==> images/placement.png <==
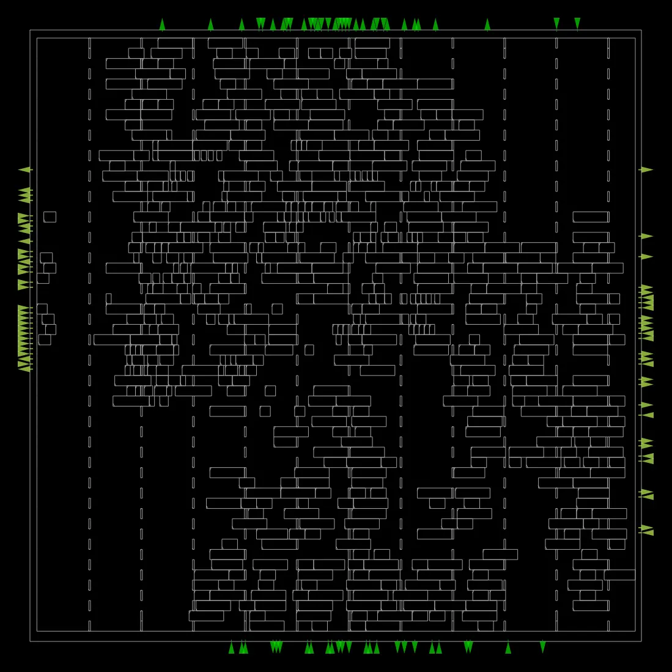
==> images/metal_density.png <==
(2 px per um) The die is cut into 33 by 33 equal tiles; dark blue is low, red is high, scaled to the fullest tile. Values are wire area over tile area, all layers added.
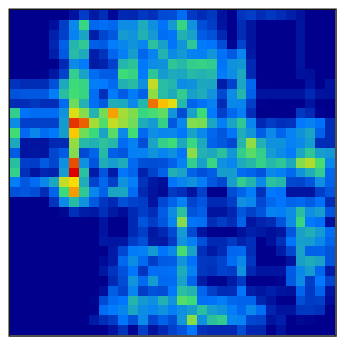
==> images/wires.png <==
(2 px per um) Only two layers are drawn.
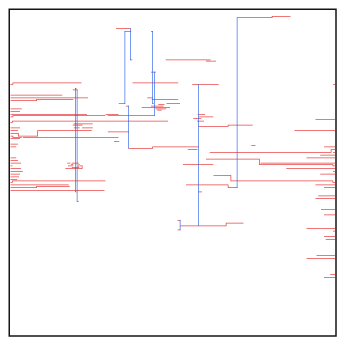
==> images/io_fan.png <==
(3 px per um)
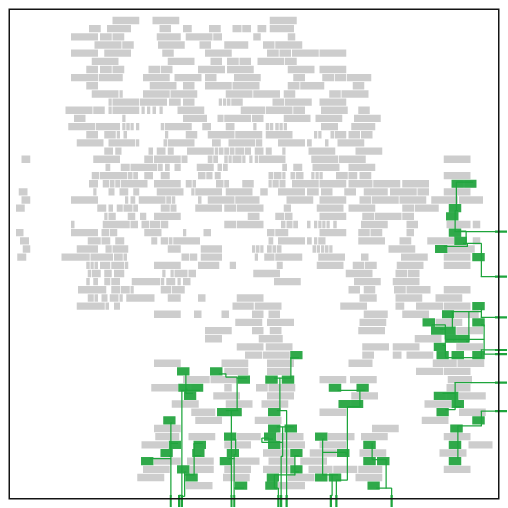
`src/rtl/processor_fetch_queue_pkg.sv`:
```
// Shared fetch-stage definitions: default widths and the redirect-priority encoding
// used by this stage and by the later pipeline stages.
package processor_fetch_queue_pkg;

    localparam int DEFAULT_ADDR_SIZE = 18;
    localparam int DEFAULT_WORD_SIZE = 18;
    localparam int DEFAULT_DEPTH     = 4;

    typedef enum logic [1:0] {
        REDIRECT_NONE   = 2'd0,
        REDIRECT_CALL   = 2'd1,
        REDIRECT_RETURN = 2'd2
    } redirect_e;

    // Return outranks call when both fire in the same cycle.
    function automatic redirect_e redirect_select(input logic call, input logic ret);
        if (ret)
            return REDIRECT_RETURN;
        else if (call)
            return REDIRECT_CALL;
        else
            return REDIRECT_NONE;
    endfunction

endpackage

```
`src/rtl/processor_fetch_queue_fifo.sv`:
```
// Synchronous DEPTH-entry FIFO with push, pop, flush and occupancy count.
// Flush takes priority over a push issued in the same cycle.
module processor_fetch_queue_fifo #(
    parameter int WIDTH = 36,
    parameter int DEPTH = 4
) (
    input  logic                     clock,
    input  logic                     reset,
    input  logic                     push,
    input  logic                     pop,
    input  logic                     flush,
    input  logic [WIDTH-1:0]         push_data,
    output logic [WIDTH-1:0]         head_data,
    output logic [$clog2(DEPTH):0]   count
);
    localparam int PTR_W = $clog2(DEPTH);

    logic [WIDTH-1:0] mem [DEPTH];
    logic [PTR_W-1:0] wr_ptr;
    logic [PTR_W-1:0] rd_ptr;

    // NOTE: the storage is reset so the head output reads zero out of reset instead of X.
    always_ff @(posedge clock or negedge reset) begin
        if (!reset) begin
            wr_ptr <= '0;
            rd_ptr <= '0;
            count  <= '0;
            for (int i = 0; i < DEPTH; i++)
                mem[i] <= '0;
        end else if (flush) begin
            wr_ptr <= '0;
            rd_ptr <= '0;
            count  <= '0;
        end else begin
            if (push) begin
                mem[wr_ptr] <= push_data;
                wr_ptr      <= wr_ptr + PTR_W'(1);
            end
            if (pop)
                rd_ptr <= rd_ptr + PTR_W'(1);
            case ({push, pop})
                2'b10:   count <= count + 1'b1;
                2'b01:   count <= count - 1'b1;
                default: count <= count;
            endcase
        end
    end

    assign head_data = mem[rd_ptr];

endmodule

```
`src/rtl/processor_fetch_queue.sv`:
```
// Prefetching instruction-fetch stage feeding the decoder through a DEPTH-entry queue.
// Define FETCH_QUEUE_BYPASS_EN to present a response combinationally when the queue is empty.
module processor_fetch_queue
    import processor_fetch_queue_pkg::*;
#(
    parameter int ADDR_SIZE = DEFAULT_ADDR_SIZE,
    parameter int WORD_SIZE = DEFAULT_WORD_SIZE,
    parameter int DEPTH     = DEFAULT_DEPTH
) (
    input  logic                 clock,
    input  logic                 reset,
    output logic                 code_req,
    output logic [ADDR_SIZE-1:0] code_addr,
    input  logic [WORD_SIZE-1:0] code_data,
    input  logic [WORD_SIZE-1:0] ip_to_call,
    input  logic                 call_performed,
    input  logic [WORD_SIZE-1:0] ip_to_return,
    input  logic                 return_performed,
    output logic                 out_valid,
    input  logic                 out_ready,
    output logic [ADDR_SIZE-1:0] ip_out,
    output logic [WORD_SIZE-1:0] instr_out
);
    localparam int             CNT_W   = $clog2(DEPTH) + 1;
    localparam logic [CNT_W:0] DEPTH_V = (CNT_W + 1)'(DEPTH);

    typedef struct packed {
        logic [ADDR_SIZE-1:0] ip;
        logic [WORD_SIZE-1:0] instr;
    } entry_t;

    redirect_e            redirect_kind;
    logic                 redirect;
    logic [ADDR_SIZE-1:0] target;
    logic [ADDR_SIZE-1:0] fetch_ip;
    logic [ADDR_SIZE-1:0] req_ip;
    logic                 running;
    logic                 inflight;
    logic                 push;
    logic                 pop;
    logic                 fifo_pop;
    logic [CNT_W-1:0]     count;
    logic [CNT_W:0]       occupancy;
    entry_t               head;
    entry_t               response;

    // NOTE: every signal in this block is assigned on every path, so no latch is inferred.
    always_comb begin
        redirect_kind = redirect_select(call_performed, return_performed);
        redirect      = (redirect_kind != REDIRECT_NONE);
        case (redirect_kind)
            REDIRECT_RETURN: target = ip_to_return[ADDR_SIZE-1:0];
            REDIRECT_CALL:   target = ip_to_call[ADDR_SIZE-1:0];
            default:         target = fetch_ip;
        endcase
    end

    assign response = '{ip: req_ip, instr: code_data};

`ifdef FETCH_QUEUE_BYPASS_EN
    logic bypass_hit;

    // A live response meeting an empty queue skips the FIFO; it is only stored if refused.
    always_comb begin
        bypass_hit = inflight && !redirect && (count == '0);
        out_valid  = bypass_hit || (count != '0);
        ip_out     = bypass_hit ? response.ip    : head.ip;
        instr_out  = bypass_hit ? response.instr : head.instr;
        push       = inflight && !(bypass_hit && out_ready);
    end
`else
    always_comb begin
        out_valid = (count != '0);
        ip_out    = head.ip;
        instr_out = head.instr;
        push      = inflight;
    end
`endif

    assign pop      = out_valid && out_ready;
    assign fifo_pop = out_ready && (count != '0);

    // The in-flight read holds a reserved slot, so the queue can never overflow.
    assign occupancy = (CNT_W + 1)'(count) + (CNT_W + 1)'(inflight) - (CNT_W + 1)'(pop);
    assign code_req  = running && !redirect && (occupancy < DEPTH_V);
    assign code_addr = fetch_ip;

    // NOTE: sequential state uses non-blocking assignments so every flop samples pre-edge values.
    always_ff @(posedge clock or negedge reset) begin
        if (!reset) begin
            running  <= 1'b0;
            inflight <= 1'b0;
            fetch_ip <= '0;
            req_ip   <= '0;
        end else begin
            running <= 1'b1;
            if (redirect) begin
                fetch_ip <= target;
                inflight <= 1'b0;
            end else begin
                inflight <= code_req;
                if (code_req) begin
                    fetch_ip <= fetch_ip + ADDR_SIZE'(1);
                    req_ip   <= fetch_ip;
                end
            end
        end
    end

    // Redirect drives flush, which also discards the response of a killed read.
    processor_fetch_queue_fifo #(
        .WIDTH($bits(entry_t)),
        .DEPTH(DEPTH)
    ) u_fifo (
        .clock    (clock),
        .reset    (reset),
        .push     (push),
        .pop      (fifo_pop),
        .flush    (redirect),
        .push_data(response),
        .head_data(head),
        .count    (count)
    );

endmodule

```
`config.mk`:
```
export PLATFORM = sky130hd
export DESIGN_NAME = processor_fetch_queue
export DESIGN_NICKNAME = d
export VERILOG_FILES = /design/src/rtl/processor_fetch_queue_pkg.sv /design/src/rtl/processor_fetch_queue_fifo.sv /design/src/rtl/processor_fetch_queue.sv
export SDC_FILE = /design/constraint.sdc
export NUM_CORES = 1
export LEC_CHECK = 0
export CAP_MARGIN = 20
export CORE_MARGIN = 1.5
export CORE_UTILIZATION = 34
export DETAILED_ROUTE_END_ITERATION = 10
export DONT_BUFFER_PORTS = 1
export SLEW_MARGIN = 20
export SYNTH_ARGS = -nofsm -noshare
export SYNTH_HDL_FRONTEND = slang
export SYNTH_SLANG_ARGS = --single-unit
```
`constraint.sdc`:
```
create_clock -name clock -period 3 [get_ports clock]
set_clock_uncertainty 0.05 [all_clocks]
set_input_delay 0.45 -clock clock [delete_from_list [all_inputs] [get_ports clock]]
set_output_delay 0.45 -clock clock [all_outputs]
set_load 0.01 [all_outputs]
```
==> flow_summary_export.csv <==
group,metric,value,unit
die,fp.coreArea,25100,um^2
place,hpwl,13.7,mm
sta,holdWs,-0.315,ns
run,warning_count,33,
layout,num-nonclk-inverters,8,
power,clock_power,2.25,mW
logic_synthesis,synth_top_cell_by_area,"dfrtp_1",
status,violations,"negative hold slack",
setup_path,r2r_start,"u_fifo.count[1]",
power,power_sequential,2.96,mW
sta,setup-violations-final,0,
layout,comb_cells,386,
sta,worst_slack,0.0895,ns
route,postRouteWirelength,20.7,mm
setup_path,crit_cells,7,
power,peakVddDrop,0.343,mV
status,outcome,"finished with violations",
logic_synthesis,fa_ha_area_share,1.24,%
logic_synthesis,flop_cell,"dfrtp_1",
layout,n_all_buffers,22,
route,antenna_left,0,
sta,maxSlewHeadroom,59.1,%
setup_path,crit_slowest_cell,"dfrtp_2",
power,p_int,4.20,mW
global_routing,grt_use_met2,26.9,%
sta,hold_viol_final,189,
setup_path,path_cells,"o31ai_4, or2_2, ha_1, nand2_1, o311a_1, mux2_4, clkinv_8",
logic_synthesis,top_area_share,54.6,%
setup_path,crit_type,"reg -> out",
layout,mostFrequentLayoutCell,"dfrtp_1",
layout,lay_top_cells,"dfrtp_1 (184), mux2_2 (144), nand2_1 (60)",
place,dp.cells,931,
power,seq_power_share,51.1,%
sta,tightestPinTransition,0.609,ns
setup_path,cp_max_fo,29,
setup_path,crit_path_end_kind,"output pin",
logic_synthesis,synth_sequential_area_ratio,54.6,%
global_routing,grt_pass1_vias,5482,
global_routing,busiest_layer,"met2",
route,top_layer,"met4",
sta,rsz0062_at_grt,"no",
layout,largest_reg_flops,144,
logic_synthesis,synthDistinctLibCells,43,
clocking,cts_buffers,17,
layout,top_register,"u_fifo.mem",
route,avgRoutedWirePerCell,21.4,um
die,fp_util,34.5,%
power,combPwrFrac,10.2,%
logic_synthesis,ys_sh_simple,5.63,%
place,place.gp.congestion,0.750,
Back to the opening pictures, placement.png:
Final Core Density: 38.7%
register share of the cell area: 48.8%
non-filler instance count after layout: 968

Back to the opening pictures, metal_density.png:
- mean over tiles: 0.13
- densest ninth of the die: top center
- nearly empty tiles: 23%
- emptiest ninth of the die: lower left
- tiles over half the peak: 4.2%

Back to the opening pictures, wires.png:
- red: metal 3 (wire length 1440 um)
- blue: metal 4 (wire length 399 um)

Back to the opening pictures, io_fan.png:
- green: code_data (direction input; edge 11 bottom, 7 right; end cells 72; buffers 0; wire 668 um)
port bufs: 0
IO Count: 115

Power figures rest on the tool's default switching activity, not on a simulated workload.
